cell_density.png
The die is cut into 9 by 9 equal tiles; dark blue is low, red is high, 0 to 100% covered.
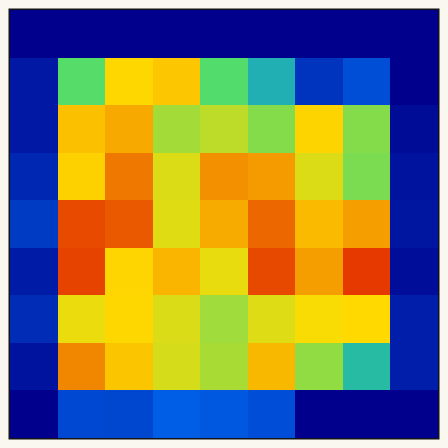
logic_types.png
Bar = 20 µm.
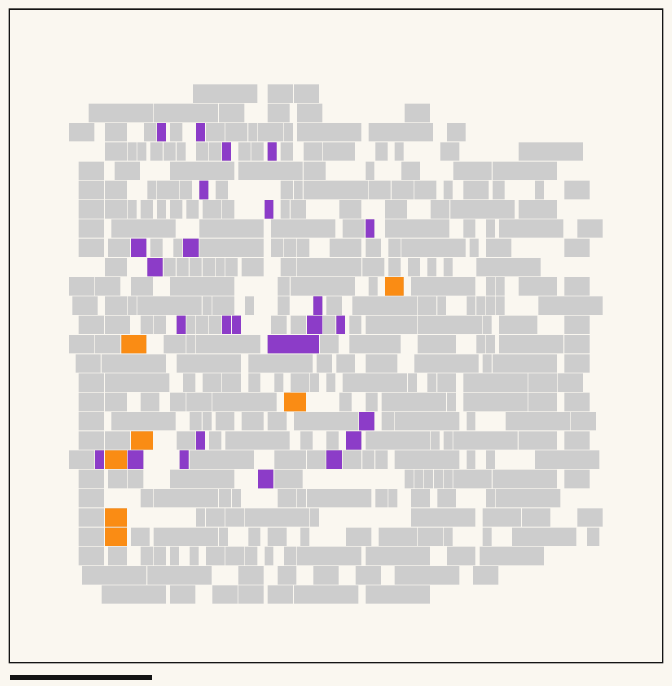
congestion.png
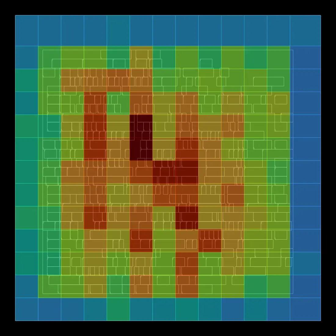
`src/rtl/multicycle_adder.sv`:
```
// Multi-cycle two's-complement adder/subtractor: adds CHUNK bits per clock with a
// registered carry between chunks, valid/ready handshakes on operand and result sides.
module multicycle_adder #(
  parameter int WIDTH = 16,
  parameter int CHUNK = 4
) (
  input  logic             clk,
  input  logic             rst_n,
  input  logic             in_valid,
  output logic             in_ready,
  input  logic [WIDTH-1:0] a,
  input  logic [WIDTH-1:0] b,
  input  logic             cin,
  input  logic             sub,
  output logic             out_valid,
  input  logic             out_ready,
  output logic [WIDTH-1:0] sum,
  output logic             cout,
  output logic             overflow,
  output logic [1:0]       state_dbg
);

  localparam int N  = WIDTH / CHUNK;
  localparam int CW = (N > 1) ? $clog2(N) : 1;

  generate
    if ((WIDTH < 1) || (CHUNK < 1) || ((WIDTH % CHUNK) != 0)) begin : g_bad_params
      $error("multicycle_adder: WIDTH must be >= 1 and a multiple of CHUNK");
    end
  endgenerate

  typedef enum logic [1:0] {
    IDLE = 2'd0,
    RUN  = 2'd1,
    DONE = 2'd2
  } state_t;

  // Handshakes: a transfer happens on a rising edge where valid && ready are both high;
  // in_ready depends on state only, out_valid holds (with stable data) until out_ready.
  state_t          state_q, state_d;
  logic [WIDTH-1:0] a_q, a_d;
  logic [WIDTH-1:0] b_q, b_d;
  logic [WIDTH-1:0] res_q, res_d;
  logic [WIDTH-1:0] sum_q, sum_d;
  logic             carry_q, carry_d;
  logic [CW-1:0]    cnt_q, cnt_d;
  logic             cout_q, cout_d;
  logic             ovf_q, ovf_d;
  logic             out_valid_q, out_valid_d;

  logic [CHUNK:0]   chunk_sum;
  logic             msb_carry_in;

  // Operand registers shift right each chunk, so the active chunk is always the low bits.
  assign chunk_sum = {1'b0, a_q[CHUNK-1:0]} + {1'b0, b_q[CHUNK-1:0]}
                   + {{CHUNK{1'b0}}, carry_q};
  // Sum bit = a ^ b ^ carry_in, so the carry into the top bit falls out of the XOR.
  assign msb_carry_in = chunk_sum[CHUNK-1] ^ a_q[CHUNK-1] ^ b_q[CHUNK-1];

  always_comb begin
    state_d     = state_q;
    a_d         = a_q;
    b_d         = b_q;
    res_d       = res_q;
    sum_d       = sum_q;
    carry_d     = carry_q;
    cnt_d       = cnt_q;
    cout_d      = cout_q;
    ovf_d       = ovf_q;
    out_valid_d = out_valid_q;
    case (state_q)
      IDLE: begin
        if (in_valid) begin
          state_d = RUN;
          a_d     = a;
          b_d     = sub ? ~b : b;
          carry_d = sub ? 1'b1 : cin;
          cnt_d   = '0;
        end
      end
      RUN: begin
        a_d     = a_q >> CHUNK;
        b_d     = b_q >> CHUNK;
        carry_d = chunk_sum[CHUNK];
        res_d   = (res_q >> CHUNK) | (WIDTH'(chunk_sum[CHUNK-1:0]) << (WIDTH - CHUNK));
        cnt_d   = cnt_q + CW'(1);
        if (cnt_q == CW'(N - 1)) begin
          state_d     = DONE;
          sum_d       = res_d;
          cout_d      = chunk_sum[CHUNK];
          ovf_d       = chunk_sum[CHUNK] ^ msb_carry_in;
          out_valid_d = 1'b1;
          cnt_d       = '0;
        end
      end
      DONE: begin
        if (out_ready) begin
          state_d     = IDLE;
          out_valid_d = 1'b0;
        end
      end
      default: state_d = IDLE;
    endcase
  end

  always_ff @(posedge clk or negedge rst_n) begin
    if (!rst_n) begin
      state_q     <= IDLE;
      a_q         <= '0;
      b_q         <= '0;
      res_q       <= '0;
      sum_q       <= '0;
      carry_q     <= 1'b0;
      cnt_q       <= '0;
      cout_q      <= 1'b0;
      ovf_q       <= 1'b0;
      out_valid_q <= 1'b0;
    end else begin
      state_q     <= state_d;
      a_q         <= a_d;
      b_q         <= b_d;
      res_q       <= res_d;
      sum_q       <= sum_d;
      carry_q     <= carry_d;
      cnt_q       <= cnt_d;
      cout_q      <= cout_d;
      ovf_q       <= ovf_d;
      out_valid_q <= out_valid_d;
    end
  end

  assign in_ready  = (state_q == IDLE);
  assign out_valid = out_valid_q;
  assign sum       = sum_q;
  assign cout      = cout_q;
  assign overflow  = ovf_q;
  assign state_dbg = state_q;

endmodule

```
`config.mk`:
```
export PLATFORM = sky130hd
export DESIGN_NAME = multicycle_adder
export DESIGN_NICKNAME = d
export VERILOG_FILES = /design/src/rtl/multicycle_adder.sv
export SDC_FILE = /design/constraint.sdc
export NUM_CORES = 1
export LEC_CHECK = 0
export CORE_MARGIN = 8
export CORE_UTILIZATION = 55
export CTS_BUF_LIST = sky130_fd_sc_hd__clkbuf_4
export CTS_CLUSTER_SIZE = 8
export DETAILED_ROUTE_END_ITERATION = 8
export PLACE_DENSITY = 0.84
export SYNTH_ARGS = -nofsm -noshare
export SYNTH_HDL_FRONTEND = slang
export SYNTH_SLANG_ARGS = --single-unit
```
`constraint.sdc`:
```
create_clock -name clk -period 3.65 [get_ports clk]
set_input_delay 1.095 -clock clk [delete_from_list [all_inputs] [get_ports clk]]
set_output_delay 1.095 -clock clk [all_outputs]
set_load 0.01 [all_outputs]
```
==> flow_summary.json <==
{
  "status": "completed",
  "cts-buffers-inserted": 9,
  "maxSlewHeadroom_pct": 36.1,
  "p_clk_share_pct": 12.0,
  "p_seq_share_pct": 41.2,
  "path_buffers": 1,
  "critPathTopFamily": "flip-flops",
  "grt_pass1_vias": 2597,
  "ys_seq_share_pct": 53.5,
  "most_common_cell": "dfrtp_1",
  "max_stage_delay_ns": 0.68,
  "tool_warnings": 26,
  "grt_max_degree": 28,
  "drive_gt1_share_pct": 11.1,
  "yosys_area_um2": 3180,
  "fin_util_pct": 70.4,
  "drv_slew": 0,
  "min-delay-path-class": "reg -> reg",
  "syn_avg_cell_area_um2": 10.4,
  "top_power_group": "combinational logic",
  "vias": 2435,
  "dieWidth_um": 92.1,
  "total_power_mw": 3.24,
  "synth_nets": 351,
  "fin_skew_ns": 0.0120,
  "yosysWarnings": 0,
  "async_reset_ff_share_pct": 100,
  "synthesis.instances": 307,
  "grt_first_pass_wirelength_um": 11800,
  "cp_cell_sequence": "clkdlybuf4s50_1",
  "report.final.setup_viol": 0,
  "tightestPinTransition_ns": 0.956,
  "area_delta_synth_final_pct": 22.6,
  "p_comb_mw": 1.51,
  "htreeDepth": 3,
  "clk_latency_ns": 0.41,
  "hold_ws_ns": 0.489,
  "crit_path_max_fanout": 17,
  "core-area_um2": 5540,
  "yosys-top-cells-count": "dfrtp_1, nand2_1, o21ai_0, a21oi_1",
  "cts_resized": 0,
  "cap_violations": 0,
  "clock_power_uw": 390,
  "hold_viol": 0,
  "antenna_found_initial": 0,
  "cp.arrival_ns": 1.73,
  "synth-edff-count": 0,
  "tns_ns": 0,
  "top_cells_by_area": "dfrtp_1, nand2_1, o21ai_0, mux2_4, xnor2_1",
  "powerDensity_nw_per_um2": 830,
  "p_sw_share_pct": 39.4,
  "yosys.cell_types.count": 35,
  "vias_per_cell": 5.52,
  "start_kind": "flip-flop",
  "ff2ff_setup_slack_ns": 1.67,
  "diodes": 0,
  "post_cts_buffers": 0,
  "drt_wl_total_um": 6920,
  "ir_drop_mv": 0.475,
  "register_area_um2": 1700,
  "max_freq_mhz": 354,
  "timing.final.crit_share_pct": 77.3,
  "final_nets": 409,
  "slowest_stage": "dfrtp_1",
  "overflow": 0,
  "die-area_um2": 8480,
  "cts-root-buf": "clkbuf_4",
  "dpl.hpwl_um": 4930,
  "syn_area_um2": 3180,
  "required_ns": 2.55,
  "top_area_cell": "dfrtp_1",
  "crit_type": "reg -> out",
  "rows": 27,
  "finalCriticalPeriod_ns": 2.82,
  "cts_hold_buf": 0,
  "combPwrFrac_pct": 46.7,
  "dr.pass1.iters": 6,
  "cp-end-kind": "output port",
  "io_pins": 60,
  "rsz0062_at_grt": "false",
  "drtIter0Drc": 135,
  "fp_util_pct": 57.4,
  "p_leak_nw": 1.74,
  "top_cell_area_share_pct": 53.5,
  "final_cell_mix": "dfrtp_1, nand2_1, clkdlybuf4s50_1",
  "ys_dominant_reg_cell": "dfrtp_1",
  "ys_ff": 68,
  "clkTransAtPathRegs_ns": 0.11,
  "p_seq_mw": 1.34,
  "clock_path_buffers": 2,
  "clock_sinks": 68,
  "drc": 0,
  "ant_nets": 0,
  "p_switching_mw": 1.28,
  "layout.area.comb_um2": 1350,
  "die-height_um": 92.1,
  "layout_top_cell": "dfrtp_1",
  "internal-power_mw": 1.96,
  "ys_cells": 307,
  "port_buffers": 59,
  "cts_tree": "done",
  "gp_congestion": 0.816,
  "fillers": 435
}
Back to the opening pictures, cell_density.png:
The densest ninth of the die: center. The fullest tile reaches 94%. 32% of the tiles are over 75% full. The mean over all tiles is 45%.

Back to the opening pictures, logic_types.png:
non-inverting ao/oa cells: in orange, cells 7, most used a22o_1. nor cells: in purple, cells 25, most used nor2_1.

Back to the opening pictures, congestion.png:
met2 global-route usage: 26.9%
wire per inst: 15.7 µm
GRT Overall Usage: 17.2%

-- layer usage --
layer / track usage (%) / up-vias / wire (µm)
li1: - / 1153 / -
met1: 20.4 / 1166 / 3000
met2: 26.9 / 92 / 3230
met3: 5.22 / 24 / 443
met4: 10.7 / 0 / 238
met5: 0 / - / 0
-- cells by family after synthesis --
group | count (synthesis) | synth area share, %
multiplexers | 13 | 5.66
AND/OR/NAND/NOR | 89 | 12.2
XOR/XNOR | 21 | 5.78
adder cells (fa/ha/maj) | 6 | 2.83
buffers and inverters | 24 | 3.97
AND-OR/OR-AND | 86 | 16.1
flip-flops | 68 | 53.5
-- area by class of cell --
class / instances / share of cell area, %
clock buffer: 9 / 1.73
clock inverter: 6 / 0.834
inverter: 6 / 0.641
multi-input combinational: 215 / 34.7
sequential: 68 / 43.6
tap: 72 / 2.31
timing repair buffer: 65 / 16.2
-- registers in the layout, summed over array words and instances, names as in the netlist --
signal / count
a_q: 16
b_q: 16
sum: 16
res_q: 12
cnt_q: 2
state_dbg: 2
carry_q: 1
cout: 1
out_valid: 1
overflow: 1
-- final timing paths --
path                               from            to  cells after the start
setup / recovery           state_dbg[1]  state_dbg[1]                      1
hold / removal                  sum[15]       sum[15]                      2
setup reg to reg                 a_q[0]      overflow                      8
hold reg to reg                 sum[15]       sum[15]                      2
max in group asynchronous         rst_n       carry_q                      2
min in group asynchronous         rst_n        sum[0]                      1
-- through the flow --
stage	worst slack [ns]	cell area (µm²)	std cells
5_1_grt	0.749	3900	441
3_5_place_dp	0.790	3800	426
2_1_floorplan	1.53	3180	307
3_3_place_gp	0.800	3800	426
6_report	0.827	3900	441
4_1_cts	0.815	3900	441
